`config.mk`:
```
export PLATFORM = sky130hd
export DESIGN_NAME = v_reservation_tracker
export DESIGN_NICKNAME = d
export VERILOG_FILES = /design/src/rtl/v_reservation_tracker.sv
export SDC_FILE = /design/constraint.sdc
export NUM_CORES = 1
export LEC_CHECK = 0
export CAP_MARGIN = 20
export CORE_UTILIZATION = 30
export CTS_CLUSTER_SIZE = 28
export DETAILED_ROUTE_END_ITERATION = 10
export GPL_ROUTABILITY_DRIVEN = 0
export SYNTH_ARGS = -nofsm -noshare
export SYNTH_HDL_FRONTEND = slang
export SYNTH_SLANG_ARGS = --single-unit
```
`constraint.sdc`:
```
create_clock -name clk -period 2.8 [get_ports clk]
set_input_delay 0.28 -clock clk [delete_from_list [all_inputs] [get_ports clk]]
set_output_delay 0.28 -clock clk [all_outputs]
set_load 0.02 [all_outputs]
```
`src/rtl/v_reservation_tracker.sv`:
```
// Vector register / functional-unit reservation tracker with Cray-style chain-slot timing.
// Optional macro VREG_CHAIN_EN enables the active-low chain-slot output; otherwise it is held at all ones.
module v_reservation_tracker #(
    parameter int LOGDEPTH = 6
) (
    input  logic                clk,
    input  logic                rst_n,
    input  logic [7:0]          i_vwrite_start,
    input  logic [7:0]          i_vread_start,
    input  logic [7:0]          i_vfu_start,
    input  logic [3:0]          i_fu_delay,
    input  logic [LOGDEPTH:0]   i_vl,
    output logic [7:0]          o_vreg_busy,
    output logic [7:0]          o_vreg_chain_n,
    output logic [7:0]          o_vfu_busy
);

    // Counter must hold both a full vector length and the largest wait (D-1 = 14).
    localparam int CW = (LOGDEPTH + 1 > 4) ? LOGDEPTH + 1 : 4;

    typedef enum logic [2:0] {
        IDLE,
        WR_WAIT,
        WR_CHAIN,
        WR_STREAM,
        RD
    } vreg_state_t;

    logic [CW-1:0] vl_eff;
    logic [3:0]    deff;
    logic [CW-1:0] wait_load;

    always_comb begin
        vl_eff    = (i_vl == '0) ? CW'(1 << LOGDEPTH) : CW'(i_vl);
        deff      = (i_fu_delay == 4'd0) ? 4'd1 : i_fu_delay;
        wait_load = CW'(deff - 4'd1);
    end

    genvar gi;
    generate
        for (gi = 0; gi < 8; gi++) begin : g_vreg
            vreg_state_t   state_reg, state_next;
            logic [CW-1:0] cnt_reg, cnt_next;
            logic [CW-1:0] vlen_reg, vlen_next;
            logic          busy_reg, chain_n_reg;

            always_comb begin
                state_next = state_reg;
                cnt_next   = cnt_reg;
                vlen_next  = vlen_reg;
                case (state_reg)
                    WR_WAIT: begin
                        if (cnt_reg == CW'(1)) begin
                            state_next = WR_CHAIN;
                            cnt_next   = '0;
                        end else begin
                            cnt_next = cnt_reg - CW'(1);
                        end
                    end
                    WR_CHAIN: begin
                        if (vlen_reg == CW'(1)) begin
                            state_next = IDLE;
                            cnt_next   = '0;
                        end else begin
                            state_next = WR_STREAM;
                            cnt_next   = vlen_reg - CW'(1);
                        end
                    end
                    WR_STREAM, RD: begin
                        if (cnt_reg == CW'(1)) begin
                            state_next = IDLE;
                            cnt_next   = '0;
                        end else begin
                            cnt_next = cnt_reg - CW'(1);
                        end
                    end
                    default: begin
                        state_next = IDLE;
                        cnt_next   = '0;
                    end
                endcase

                // Write beats read; a read arriving during a write is the chained read and is dropped.
                if (i_vwrite_start[gi]) begin
                    vlen_next = vl_eff;
                    if (deff > 4'd1) begin
                        state_next = WR_WAIT;
                        cnt_next   = wait_load;
                    end else begin
                        state_next = WR_CHAIN;
                        cnt_next   = '0;
                    end
                end else if (i_vread_start[gi] && (state_reg == IDLE || state_reg == RD)) begin
                    state_next = RD;
                    cnt_next   = vl_eff;
                end
            end

            always_ff @(posedge clk) begin
                if (!rst_n) begin
                    state_reg   <= IDLE;
                    cnt_reg     <= '0;
                    vlen_reg    <= '0;
                    busy_reg    <= 1'b0;
                    chain_n_reg <= 1'b1;
                end else begin
                    state_reg <= state_next;
                    cnt_reg   <= cnt_next;
                    vlen_reg  <= vlen_next;
                    busy_reg  <= (state_next != IDLE);
`ifdef VREG_CHAIN_EN
                    chain_n_reg <= (state_next != WR_CHAIN);
`else
                    chain_n_reg <= 1'b1;
`endif
                end
            end

            assign o_vreg_busy[gi]    = busy_reg;
            assign o_vreg_chain_n[gi] = chain_n_reg;
        end

        for (gi = 0; gi < 8; gi++) begin : g_vfu
            logic [CW-1:0] cnt_reg, cnt_next;
            logic          busy_reg;

            always_comb begin
                if (i_vfu_start[gi])
                    cnt_next = vl_eff;
                else if (cnt_reg != '0)
                    cnt_next = cnt_reg - CW'(1);
                else
                    cnt_next = '0;
            end

            always_ff @(posedge clk) begin
                if (!rst_n) begin
                    cnt_reg  <= '0;
                    busy_reg <= 1'b0;
                end else begin
                    cnt_reg  <= cnt_next;
                    busy_reg <= (cnt_next != '0);
                end
            end

            assign o_vfu_busy[gi] = busy_reg;
        end
    endgenerate

endmodule
```
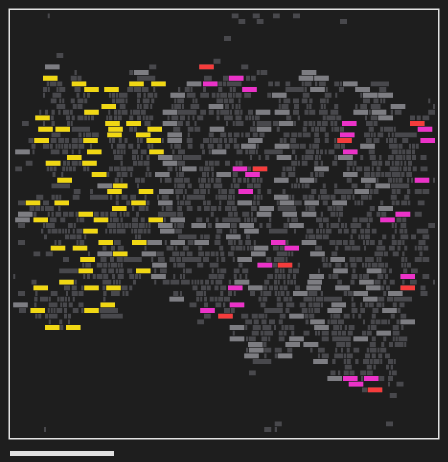
(run_1/registers.png)
Scale bar: 50 um. Other sequential cells in the stronger gray, the rest of the logic in the fainter gray.
| netlist name | color | placed flops |
|---|---|---|
| `g_vreg.state_reg` | magenta | 24 |
| `g_vfu.cnt_reg` | yellow | 56 |
| `g_vreg.busy_reg` | red | 8 |
not colored: 120
Power Sequential: 3470 uW
Reg area: 0.00416 mm^2
fin util: 34.8%
Seq area share: 29.3%

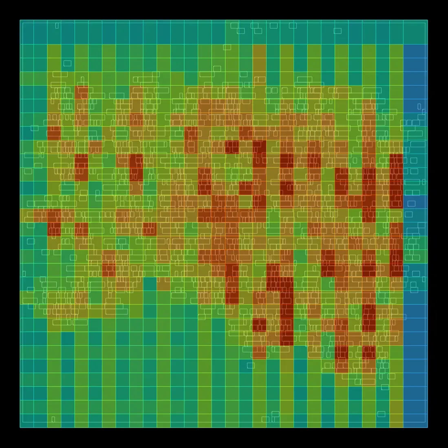
(run_1/final_congestion.png)
met1 usage: 22.5%
routed len/inst: 16.8 um
met3 usage: 2.49%

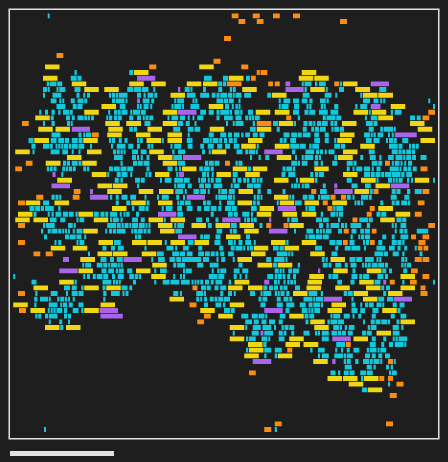
(run_1/cell_classes.png)
Scale bar: 50 um.
| class | color | cells |
|---|---|---|
| other buffers and delay cells | orange | 87 |
| flip-flops | yellow | 208 |
| clock drivers and dummy loads | purple | 42 |
| all other logic | cyan | 1,213 |
row count: 74
CORE AREA: 0.0408 mm^2
design area: 0.0142 mm^2

==> Slide: Implementation Results, run 1 <==
Synthesis and Place & Route Summary

Cells and area
  – Ratio of cells with drive above 1 in the final layout: 7.35%
  – Non-clk invs: 67
  – Logic share of the area: 53.1%
  – Fin cells: approximately 2.1k
  – CLK BUF: 29
  – Nets: 1,621
  – Comb gates: 1,146
  – Non-clock buffers, area share: 5.66%
  – Max-area cell class: combinational gates
  – Area Overhead vs Synth: 14.3%
  – Diodes inserted: 0

Floorplan
  – Floorplan utilization: 30.4%
  – Die Size: between 0.04 and 0.05 mm^2
  – # Taps: 532
  – Chip height: 205 um

Global routing
  – Vias in the first global route: between 10k and 15k
  – Global routing usage on met2: a little over a quarter
  – Largest net degree at the start of global routing: 76
  – GRT Resource Usage Total: 16.6%
  – Initial antenna violation count: 0
  – Busiest layer in global routing: met2

CTS
  – CTS tree: built
  – # hold bufs at CTS: 0
  – Htree depth: 1
  – Clock-pin slew on the worst setup and hold paths: 0.06 ns
  – Clock sink count: 208
  – Clk buf depth: 3
  – Root buf cell: clkbuf_16
  – Setup bufs post-CTS: 0

Pwr
  – Top Consumer: sequential cells
  – Total power: 8690 uW
  – P_leak: about 0.0055 uW
  – Power share of the clock group: 36.0%
  – Clk power: 3130 uW

Placement
  – Cells after DPL: 2,040
  – Cell area after placement: 0.0134 mm^2
  – DP HPWL: 23,600 um
  – Port-buffer cells: around 52

Worst setup path
  – CP Max Fanout: 5
  – Reg-to-reg startpoint: g_vreg[3].cnt_reg[0]
  – CP endpoint kind: flip-flop
  – Critical path's top delay family: simple AND/OR/NAND/NOR gates
  – Data required, critical path: between 3 and 4 ns
  – Worst-path cell chain: ha_1 > or4b_1 > or2_1 > o2111ai_2 > o221ai_2 > or3_1
  – RR Endpoint: g_vreg[3].busy_reg

Routing
  – Routed vias: ~11k
  – Met2 wire length: 15,700 um
  – Antenna viol nets, final: 0
  – Post-Route WL: 35,000 um
  – 1st-iter DRT viols: 731
  – Residual DRC count: 0
  – Metal1 wirelength: about 16,000 um

Synth
  – Comb area leader: simple AND/OR/NAND/NOR gates
  – Sequential share of the synthesized area: between 30% and 40%
  – MUX share of area: 4.79%
  – Adder-Cell Fraction of Synth Area: 5.04%
  – Yosys stat area: between 0.01 and 0.015 mm^2
  – Ys flops: around 210
  – YS warnings: 0
  – Count of library flops with an enable pin: 0
  – Simple-Gate Fraction of Synth Area: 23.8%
  – Post-Synth AOI/OAI Area: 19.5%
  – Synth Area in XOR/XNOR: 7.19%

STA
  – Max-slew headroom: between 50% and 60%
  – Peak Freq: between 400 and 500 MHz
  – Slew @ Worst Pin: 0.669 ns
  – RSZ-0062 raised after global routing: false
  – Fin Setup TNS: 0 ns
  – Fin. max-slew vios: 0
  – Period utilization: 76.1%

Flow run
  – Total tool warning count: 51
  – Max-cap violation count: 0

Min path
  – Tightest Hold Check Type: in2reg
  – WHS Endpoint: g_vreg[2].state_reg[0]
  – Hold Startpoint: rst_n

Outcome
  – Run status: complete, no violations
[run 1: worst max-delay path by stage]
stage                     cells after the start                    to                  from  slack, ns
after global routing                          6  g_vreg[3].cnt_reg[3]  g_vreg[3].cnt_reg[0]       0.48
after global placement                       10    g_vreg[0].busy_reg         i_fu_delay[1]       0.19
after CTS                                     6    g_vreg[3].busy_reg  g_vreg[3].cnt_reg[0]       0.67
after floorplan                              10  g_vreg[6].cnt_reg[6]         i_fu_delay[2]       0.51
final                                         6    g_vreg[3].busy_reg  g_vreg[3].cnt_reg[0]       0.67
after detailed placement                      9    g_vreg[3].busy_reg         i_fu_delay[1]       0.14
[run 1: placed cells by master, fill, tap and decap left out, types with 9 or more instances in the layout]
master and instances:
dfxtp_1 208, nor2_1 202, a21oi_1 111, nand2_1 99
xnor2_1 76, inv_1 66, nor3_1 66, mux2i_1 56
clkdlybuf4s50_1 51, ha_1 50, nor3b_1 37, buf_4 33
nand2b_1 30, xor2_1 26, nor4_1 25, o22ai_1 25
clkbuf_16 25, o21ai_0 23, a221oi_1 19, and2_1 17
nor2b_1 16, a22oi_1 16, or3_1 15, a211oi_1 14
o31ai_1 14, a31oi_1 10, o31a_1 9, nand3_1 9
o221ai_1 9, and3_1 9, a22o_1 9
[run 1: synth_stat cells (all sizes together), types with 17 or more instances]
master,number,area [um^2]
nand2,99,372
nand2b,30,188
xor2,26,228
nor2,202,758
a21oi,112,561
nor3b,37,278
mux2i,56,561
dfxtp,208,4160
o22ai,25,156
o21ai,27,139
xnor2,76,666
nor3,66,330
buf,35,225
nor4,27,181
and2,17,106
inv,67,251
clkbuf,75,282
ha,50,626
a221oi,19,166
==> run 1 -> run 2 <==
==> constraint.sdc (replaced) <==
create_clock -name clk -period 2.2 [get_ports clk]
set_input_delay 0.22 -clock clk [delete_from_list [all_inputs] [get_ports clk]]
set_output_delay 0.22 -clock clk [all_outputs]
set_load 0.02 [all_outputs]
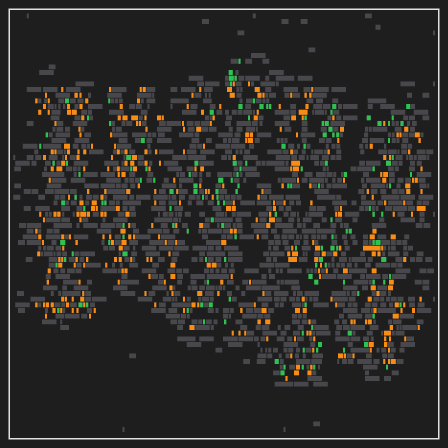
(run_2/gate_families.png)
| family | color | cells |
|---|---|---|
| NAND gates | green | 147 |
| NOR gates | orange | 358 |
Commonest Layout Cell: dfxtp_1
fin cells: 2,129
logic share of the area: 51.7%

==> run 2 against run 1 <==
Against the previous run:
- clock power up 33%
- die area is the same
- largest power group unchanged
- setup slack worse by 0.57 ns
- design area is 2.9% higher
- highest routed layer unchanged
- synthesized cell count stayed put
- combinational power grew 31%
- register-to-register slack lost 0.57 ns
- critical endpoint unchanged
==> Slide: Implementation Results, run 2 <==
Synthesis and Place & Route Summary

Floorplan
  – Floorplan utilization: 30.4% (unchanged)
  – Row count: 74 (unchanged)
  – Die Wd: 205 um
  – Chip height: 205 um (unchanged)
  – CORE AREA: 0.0408 mm^2 (unchanged)
  – I/O Pins: between 60 and 70
  – Die Size: 0.0422 mm^2 (unchanged)

Worst setup path
  – Worst Reg-to-Reg Cells: 7
  – CP max stage delay: 0.49 ns
  – Data required, critical path: 2.63 ns (-0.57 ns)
  – Worst Path Arrival: 2.53 ns
  – CP Max Fanout: 3 (-2)
  – Crit Path Category: reg2reg
  – Crit path launch type: flip-flop
  – Worst-path cell chain: inv_1 > ha_1 > or4b_1 > or2_1 > o2111ai_2 > o221ai_2 > or3_1
  – CP endpoint kind: flip-flop
  – Slowest library cell on the worst path: or4b_1

Cells and area
  – Ratio of cells with drive above 1 in the final layout: 10.1% (+2.8 points)
  – Diodes inserted: 0 (unchanged)
  – Fillers: approximately 4.2k
  – Reg area: 0.00417 mm^2 (about the same)
  – Top cells excl fill/tap: dfxtp_1 (207), nor2_1 (202), a21oi_1 (111)
  – Nets: 1,668 (+2.9%)
  – Design area: 0.0146 mm^2 (+2.9%)
  – Gate Area: 0.00756 mm^2
  – Area Overhead vs Synth: 17.6%

STA
  – RSZ-0062 raised after global routing: false
  – Setup violators final: 0
  – Fin Setup TNS: 0 ns (unchanged)
  – Max-slew headroom: 41.9% (-13 points)
  – Final min period: 2.10 ns
  – Peak Freq: 476 MHz (+1.5%)
  – Post-route setup slack: ~0.1 ns
  – Fin Clk Skew: 0.0231 ns
  – Fin. max-slew vios: 0 (unchanged)
  – Period utilization: 95.4% (+19 points)
  – Final hold violations: 0
  – Hold WS: 0.191 ns
  – Slew @ Worst Pin: 0.871 ns (+0.202 ns)

Min path
  – Hold depth: 2
  – Tightest Hold Check Type: in2reg

Synth
  – YS warnings: 0 (unchanged)
  – Largest area contributor in the netlist: dfxtp_1
  – Mapped Cells: 1,524
  – Sequential share of the synthesized area: 33.5% (unchanged)
  – Synth cell count leaders: dfxtp_1 (208), nor2_1 (202), a21oi_1 (112)
  – Avg Inst Size Synth: 8.15 um^2
  – Cell area after synthesis: 0.0124 mm^2
  – Top FF cell, synth: dfxtp_1
  – Most frequent cell after synthesis: dfxtp_1
  – Post-synth ARST share: 0%
  – Count of library flops with an enable pin: 0 (unchanged)
  – Ys cells: 1,524
  – Area leader share: 33.5% (unchanged)
  – Yosys stat area: 0.0124 mm^2 (unchanged)
  – Main area contributors: dfxtp_1 (34%), nor2_1 (6.1%), xnor2_1 (5.4%), ha_1 (5.0%), a21oi_1 (4.5%)
  – Synth cell types: between 80 and 90
  – Ys flops: 208 (unchanged)

CTS
  – Htree depth: 1 (unchanged)
  – Root buf cell: clkbuf_16
  – Setup bufs post-CTS: 0 (unchanged)
  – Clock sink count: 208 (unchanged)
  – CTS Buf Count: 25
  – Worst-Skew Late Latency: 0.55 ns
  – CTS tree: built
  – Clock-pin slew on the worst setup and hold paths: 0.06 ns (about the same)
  – Clk buf depth: 3 (unchanged)
  – # hold bufs at CTS: 0 (unchanged)
  – Cts repair resizes: 0

Routing
  – Vias per cell: between 5 and 6
  – Routed vias: 11.3k (+2.7%)
  – Post-Route WL: 35,600 um (+1.6%)
  – 1st-iter DRT viols: 840 (+15%)
  – Routed len/inst: 16.7 um (-0.61%)
  – Pre-antenna DRT Iters: 7
  – Residual DRC count: 0 (unchanged)
  – Antenna viol nets, final: 0 (unchanged)

Flow run
  – Total tool warning count: 51 (unchanged)
  – Max-cap violation count: 0 (unchanged)

Outcome
  – Run status: complete, no violations

Pwr
  – Total power: 11,300 uW (+30%)
  – VDD IR max: 0.541 mV
  – P_leak: 0.00574 uW (+4.5%)
  – Power per cell area: 775 mW/mm^2

Placement
  – Port-buffer cells: 52 (unchanged)
  – Cell area after placement: 0.0138 mm^2 (+2.6%)
  – Dpl ws: -0.496 ns
  – DP HPWL: 24,500 um (+3.6%)

Global routing
  – Global-route wire length before repair: 56,800 um
  – GRT Resource Usage Total: 16.7% (+0.14 points)
  – Total grt overflow: 0
  – Initial antenna violation count: 0 (unchanged)
  – Vias in the first global route: 10.8k (+1.7%)
  – Largest net degree at the start of global routing: 50 (-34%)
## run 2: routing by layer
layer	global-route usage [%]	share of wire, %
met5	0	0
met4	3.81	2.1
met3	2.38	5.0
met2	27.4	45
met1	23.0	48
## run 2: path summary, 6_finish.rpt
path | from | slack, ns | endpoint
worst max register to register | g_vreg[3].cnt_reg[1] | 0.10 | g_vreg[3].busy_reg
worst min-delay path | rst_n | 0.19 | g_vreg[7].cnt_reg[5]
worst min register to register | g_vreg[7].vlen_reg[6] | 0.49 | g_vreg[7].vlen_reg[6]
worst max-delay path | g_vreg[3].cnt_reg[1] | 0.10 | g_vreg[3].busy_reg
## run 2: cell type report
cell class / count / area share [%]
repair buffers: 133 / 7.86
inverters: 67 / 1.74
clock inverters: 8 / 0.694
multi-input cells: 1146 / 51.7
flip-flops and latches: 208 / 28.5
clock buffers: 35 / 4.88
well taps: 532 / 4.56
## run 2: power breakdown
part	internal, uW	switching [uW]
registers	4080	332
clock network	2490	1680
logic	1270	1470
total	7840	3480
## run 2: cells by family after synthesis
family / Yosys count / synth area share (%)
compound gates: 347 / 19.5
xor+xnor: 102 / 7.19
fa+ha+maj: 50 / 5.04
buf+inv: 177 / 6.11
flops: 208 / 33.5
mux: 59 / 4.79
other cells: 1 / 0.0302
simple gates: 580 / 23.8
## run 2: metrics by stage
stage	cells	util (%)
finish	2129	35.8
CTS	2129	35.7
detailed placement	2086	33.7
floorplan	1531	-
global route	2129	35.8
global placement	2086	33.7
## run 2: worst max-delay path: cells and delay by family, from the launching register on
| kind | cells | cell delay (ns) |
|---|---|---|
| simple gates | 3 | 1.08 |
| flops | 1 | 0.33 |
| compound gates | 2 | 0.30 |
| fa+ha+maj | 1 | 0.18 |
| buf+inv | 1 | 0.09 |
No activity file was given, so power comes from the tool's default toggle rates.
